--- src/rtl/box_hit_detector.sv ---
// box_hit_detector - NCH programmable bounding boxes tested in parallel against a
// stream of (x,y) points, two-cycle latency, with per-box sticky hit flags.
module box_hit_detector #(
  parameter int WIDTH = 10,
  parameter int NCH   = 4,
  parameter int IDXW  = $clog2(NCH)
) (
  input  logic             clock,
  input  logic             reset,
  input  logic             cfg_we,
  input  logic [IDXW-1:0]  cfg_idx,
  input  logic             cfg_en,
  input  logic [WIDTH-1:0] cfg_x_low,
  input  logic [WIDTH-1:0] cfg_x_delta,
  input  logic [WIDTH-1:0] cfg_y_low,
  input  logic [WIDTH-1:0] cfg_y_delta,
  input  logic             in_valid,
  input  logic [WIDTH-1:0] in_x,
  input  logic [WIDTH-1:0] in_y,
  output logic             out_valid,
  output logic [NCH-1:0]   out_hit,
  output logic             out_any,
  output logic [IDXW-1:0]  out_first,
  output logic [NCH-1:0]   sticky,
  input  logic             sticky_clr
);

  logic [NCH-1:0]            en_q;
  logic [NCH-1:0][WIDTH-1:0] x_lo_q, x_hi_q, y_lo_q, y_hi_q;

  logic             s1_valid_q;
  logic [WIDTH-1:0] s1_x_q, s1_y_q;

  logic             out_valid_q, out_any_q;
  logic [NCH-1:0]   out_hit_q, sticky_q;
  logic [IDXW-1:0]  out_first_q;

  logic [WIDTH:0]   x_sum, y_sum;
  logic [WIDTH-1:0] x_hi_d, y_hi_d;
  logic [NCH-1:0]   hit_d, sticky_d;
  logic [IDXW-1:0]  first_d;

  // Far edges saturate at the top of the coordinate range instead of wrapping.
  always_comb begin
    x_sum  = {1'b0, cfg_x_low} + {1'b0, cfg_x_delta};
    y_sum  = {1'b0, cfg_y_low} + {1'b0, cfg_y_delta};
    x_hi_d = x_sum[WIDTH] ? {WIDTH{1'b1}} : x_sum[WIDTH-1:0];
    y_hi_d = y_sum[WIDTH] ? {WIDTH{1'b1}} : y_sum[WIDTH-1:0];
  end

  always_comb begin
    hit_d   = '0;
    first_d = '0;
    for (int i = 0; i < NCH; i++) begin
      hit_d[i] = s1_valid_q && en_q[i] &&
                 (s1_x_q >= x_lo_q[i]) && (s1_x_q <= x_hi_q[i]) &&
                 (s1_y_q >= y_lo_q[i]) && (s1_y_q <= y_hi_q[i]);
    end
    for (int i = NCH - 1; i >= 0; i--) begin
      if (hit_d[i]) first_d = IDXW'(i);
    end
    sticky_d = (sticky_clr ? '0 : sticky_q) | hit_d;
  end

  // Indices at or above NCH never match any channel, so such writes are dropped.
  always_ff @(posedge clock or posedge reset) begin
    if (reset) begin
      en_q   <= '0;
      x_lo_q <= '0;
      x_hi_q <= '0;
      y_lo_q <= '0;
      y_hi_q <= '0;
    end else begin
      for (int i = 0; i < NCH; i++) begin
        if (cfg_we && (cfg_idx == IDXW'(i))) begin
          en_q[i]   <= cfg_en;
          x_lo_q[i] <= cfg_x_low;
          x_hi_q[i] <= x_hi_d;
          y_lo_q[i] <= cfg_y_low;
          y_hi_q[i] <= y_hi_d;
        end
      end
    end
  end

  always_ff @(posedge clock or posedge reset) begin
    if (reset) begin
      s1_valid_q  <= 1'b0;
      s1_x_q      <= '0;
      s1_y_q      <= '0;
      out_valid_q <= 1'b0;
      out_hit_q   <= '0;
      out_any_q   <= 1'b0;
      out_first_q <= '0;
      sticky_q    <= '0;
    end else begin
      s1_valid_q <= in_valid;
      if (in_valid) begin
        s1_x_q <= in_x;
        s1_y_q <= in_y;
      end
      out_valid_q <= s1_valid_q;
      out_hit_q   <= hit_d;
      out_any_q   <= |hit_d;
      out_first_q <= first_d;
      sticky_q    <= sticky_d;
    end
  end

  assign out_valid = out_valid_q;
  assign out_hit   = out_hit_q;
  assign out_any   = out_any_q;
  assign out_first = out_first_q;
  assign sticky    = sticky_q;

endmodule
--- config.mk ---
export PLATFORM = sky130hd
export DESIGN_NAME = box_hit_detector
export DESIGN_NICKNAME = d
export VERILOG_FILES = /design/src/rtl/box_hit_detector.sv
export SDC_FILE = /design/constraint.sdc
export NUM_CORES = 1
export LEC_CHECK = 0
export CAP_MARGIN = 10
export CORE_MARGIN = 10
export CORE_UTILIZATION = 54
export DETAILED_ROUTE_END_ITERATION = 8
export PLACE_DENSITY = 0.75
export SYNTH_ARGS = -nofsm -noshare
export SYNTH_HDL_FRONTEND = slang
export SYNTH_SLANG_ARGS = --single-unit
--- constraint.sdc ---
create_clock -name clock -period 5.77 [get_ports clock]
set_input_delay 0.577 -clock clock [delete_from_list [all_inputs] [get_ports clock]]
set_output_delay 0.577 -clock clock [all_outputs]
set_load 0.01 [all_outputs]
==> flow_summary.yaml, run 1 <==
# synthesis and place-and-route metrics
timing:
  tns_ns: 0
  rsz0062_at_grt: "no"
min_path:
  min_path_type: "in2async"
floorplanning:
  die_height_um: 168
  coreArea_mm2: 0.0217
  num_rows: 54
  die_w_um: 168
pwr:
  powerDensity_mw_per_mm2: 320
  p_total_mw: 4.33
route:
  topRoutingLayerUsed: "met4"
  wl_per_cell_um: 18.5
  vias: 8809
  antenna_left: 0
setup_path:
  startpoint: "cfg_x_low[0]"
  cpMaxStageDelayCell: "clkdlybuf4s50_1"
  reg2reg_from: "s1_x_q[3]"
  reg2reg_depth: 7
synthesis:
  yosysTopAreaCell: "dfrtp_1"
  aoi_share_pct: 14.1
  adder_share_pct: 19.4
  ys_area_mm2: 0.0118
  mux_share_pct: 7.33
  synth.logic.top_family: "adder cells"
  xor_area_share_pct: 0.889
  synth.avg_cell_area_um2: 9.87
cells_and_area:
  layout_top_cell: "dfrtp_1"
  syn2layout_area_growth_pct: 14.4
  lay_top_cells: "dfrtp_1, ha_1, inv_1"
  fin_area_mm2: 0.0135
global_route:
  grt_busiest_layer: "met2"
  antenna_found_initial: 0
  grtUsageMet1_pct: 25.5
clock_tree:
  clock_latency_ns: 0.44
  htree_levels: 4
  cts_setup_buffers: 0
  clockBufferDepth: 2
status:
  status: "finished, final reports clean"
[run 1: layout make-up]
cell class | count | area share, %
clock buffer | 18 | 3.17
clock inverter | 14 | 1.41
inverter | 166 | 4.63
multi-input combinational | 800 | 45.5
sequential | 197 | 36.4
tap | 280 | 2.59
timing repair buffer | 87 | 6.29
[run 1: stage by stage]
| step | hold WS [ns] | std cells |
|---|---|---|
| after floorplan | 0.430 | 1198 |
| after global placement | 0.461 | 1530 |
| after detailed placement | 0.465 | 1530 |
| after CTS | 0.370 | 1562 |
| after global routing | 0.378 | 1562 |
| final | 0.381 | 1562 |
[run 1: power by group]
part           switching [mW]  internal (mW)
Clock                   0.574          0.696
Sequential              0.179           1.63
Combinational           0.680          0.572
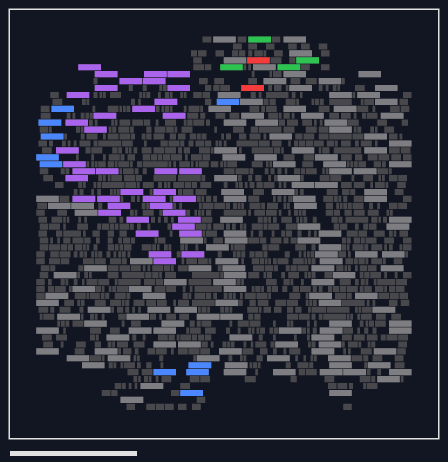
**Above:** run 1 (sequential cells colored by netlist name).
The bar under the picture is 50 um long. Other sequential cells in the stronger gray, the rest of the logic in the fainter gray.
legend:
  green:
    name_in_the_netlist: out_hit
    sequential_cells: 4
  red:
    name_in_the_netlist: out_first
    sequential_cells: 2
  purple:
    name_in_the_netlist: y_hi_q
    sequential_cells: 40
  blue:
    name_in_the_netlist: s1_y_q
    sequential_cells: 10
not colored: 141
Reg area: 0.00493 mm2
flop share of the area: 36.4%

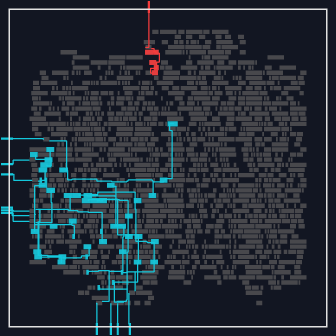
**Above:** run 1 (nets reached from selected ports).
legend:
  cyan:
    port: cfg_y_low
    bits: 10
    direction: input
    end_cells: 48
    buffers: 10
    wire: 953 um
  red:
    port: cfg_we
    bits: 1
    direction: input
    end_cells: 5
    buffers: 1
    wire: 45.1 um
Boundary Pins: 80
IO buf count: 79

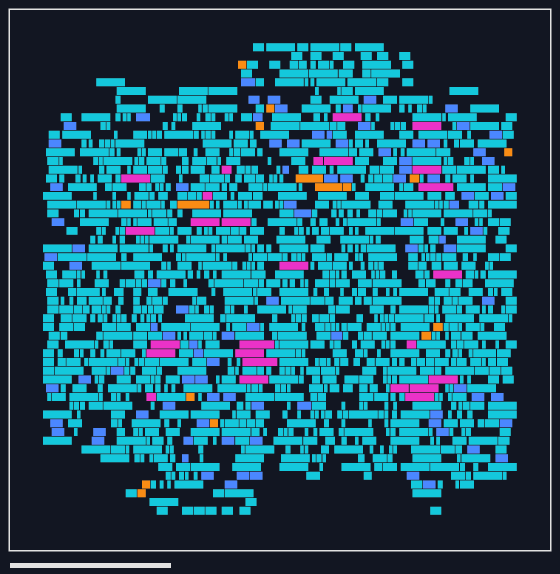
**Above:** run 1 (cell sizes after repair).
The bar under the picture is 50 um long.
legend:
  blue:
    size: drive 2
    cells: 96
    share: 7.5%
    most_used: mux2_2
  magenta:
    size: drive 6 and up
    cells: 26
    share: 2.0%
    most_used: clkbuf_16
  orange:
    size: drive 3 to 4
    cells: 16
    share: 1.2%
    most_used: buf_4
  cyan:
    size: drive 1 or less
    cells: 1144
    share: 89%
    most_used: dfrtp_1

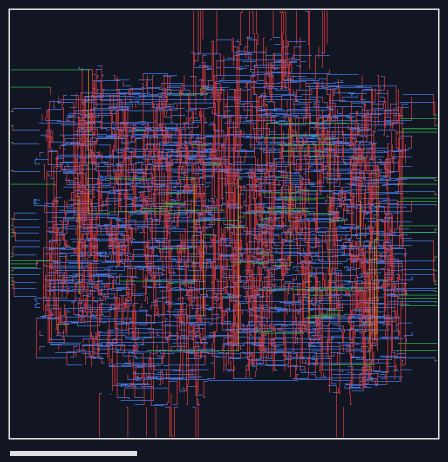
**Above:** run 1 (wiring by layer).
The bar under the picture is 50 um long.
legend:
  orange:
    layer: met4
    wire_length: 546 um
  green:
    layer: met3
    wire_length: 1020 um
  red:
    layer: met2
    wire_length: 14300 um
  blue:
    layer: met1
    wire_length: 13000 um

--- run 2 (diff from run 1) ---
==> constraint.sdc (replaced) <==
create_clock -name clock -period 2.8 [get_ports clock]
set_input_delay 0.28 -clock clock [delete_from_list [all_inputs] [get_ports clock]]
set_output_delay 0.28 -clock clock [all_outputs]
set_load 0.01 [all_outputs]
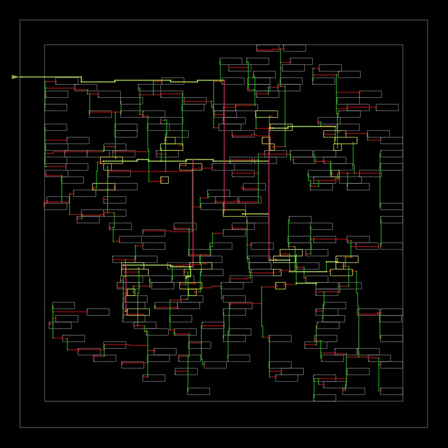
**Above:** run 2 (clock wiring as the flow saved it).
skew final: 0.00985 ns
CTS Buf Count: 17
# clk buffers: 17
Late-Pin Clk Latency: 0.44 ns

==> run 2 against run 1 <==
The flow now finishes with violations (negative setup slack). Final area rose by 3.2%. Count of clock-buffer cells in the layout fell by 1. Combinational power rose by 130%. Sequential share of layout area fell by 1.1 points. Core utilization rose by 2.0 points. Wire length rose by 4.8%. Via count rose by 2.5%. Global-route usage rose by 0.94 points. Hold slack got worse by 0.24 ns. Critical path depth fell by 6. Clock power rose by 92%. Sequential cell count did not move. Critical path type is now reg2reg. Highest routed layer unchanged.
==> flow_summary.yaml, run 2 <==
# synthesis and place-and-route metrics
global_route:
  antenna_found_initial: 0
status:
  violations: "negative setup slack"
  status: "finished, violations left"
synthesis:
  adder_share_pct: 19.4
  ys_area_mm2: 0.0118
  mux_share_pct: 7.33
cells_and_area:
  lay_top_cells: "dfrtp_1, ha_1, inv_1"
  fin_area_mm2: 0.0140
  ff_count: 197
  fin_cells: 1609
  dominant_cells: "logic gates"
floorplanning:
  die_w_um: 168
route:
  wl_per_cell_um: 18.8
  vias: 9030
pwr:
  powerDensity_mw_per_mm2: 640
placed_design:
  dp.cells: 1578
clock_tree:
  clockBufferDepth: 2
setup_path:
  startpoint: "s1_x_q[5]"
timing:
  setup_violations: 1
  setup_ws_ns: -0.0146
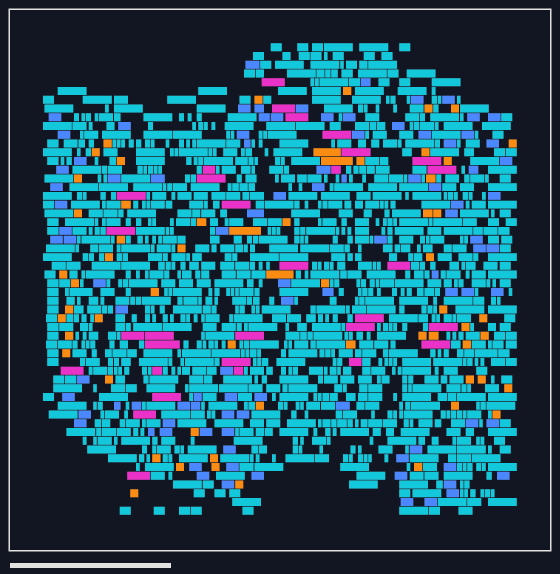
**Above:** run 2 (cell sizes after repair).
The bar under the picture is 50 um long.
legend:
  magenta:
    size: drive 6 and up
    cells: 31
    share: 2.3%
    most_used: clkbuf_16
  orange:
    size: drive 3 to 4
    cells: 60
    share: 4.5%
    most_used: buf_4
  blue:
    size: drive 2
    cells: 96
    share: 7.2%
    most_used: mux2_2
  cyan:
    size: drive 1 or less
    cells: 1142
    share: 86%
    most_used: dfrtp_1

==> run 2: stage by stage <==
stage,TNS [ns],setup WS (ns),hold slack (ns)
final,-0.0146,-0.0146,0.141
after global routing,0,0.0119,0.151
after CTS,0,0.0174,0.145
after detailed placement,-8.79,-0.181,0.468
after global placement,-2.76,-0.0852,0.461
after floorplan,-5.20,-0.0264,0.311
==> run 2: worst max-delay path, stage by stage (launching register included) <==
cell       delay, ns
dfrtp_1         0.66
ha_1            0.34
and4_1          0.22
a221oi_1        0.54
o21ai_0         0.25
a2111oi_4       0.46
o21ba_1         0.21
==> run 2: where the power goes <==
part | leakage [nW] | internal [mW] | switching (mW)
clock network | 0.278 | 1.25 | 1.19
logic | 4.29 | 1.30 | 1.53
registers | 2.38 | 3.36 | 0.316
total | 6.95 | 5.90 | 3.03
Power and IR drop assume default switching activity.
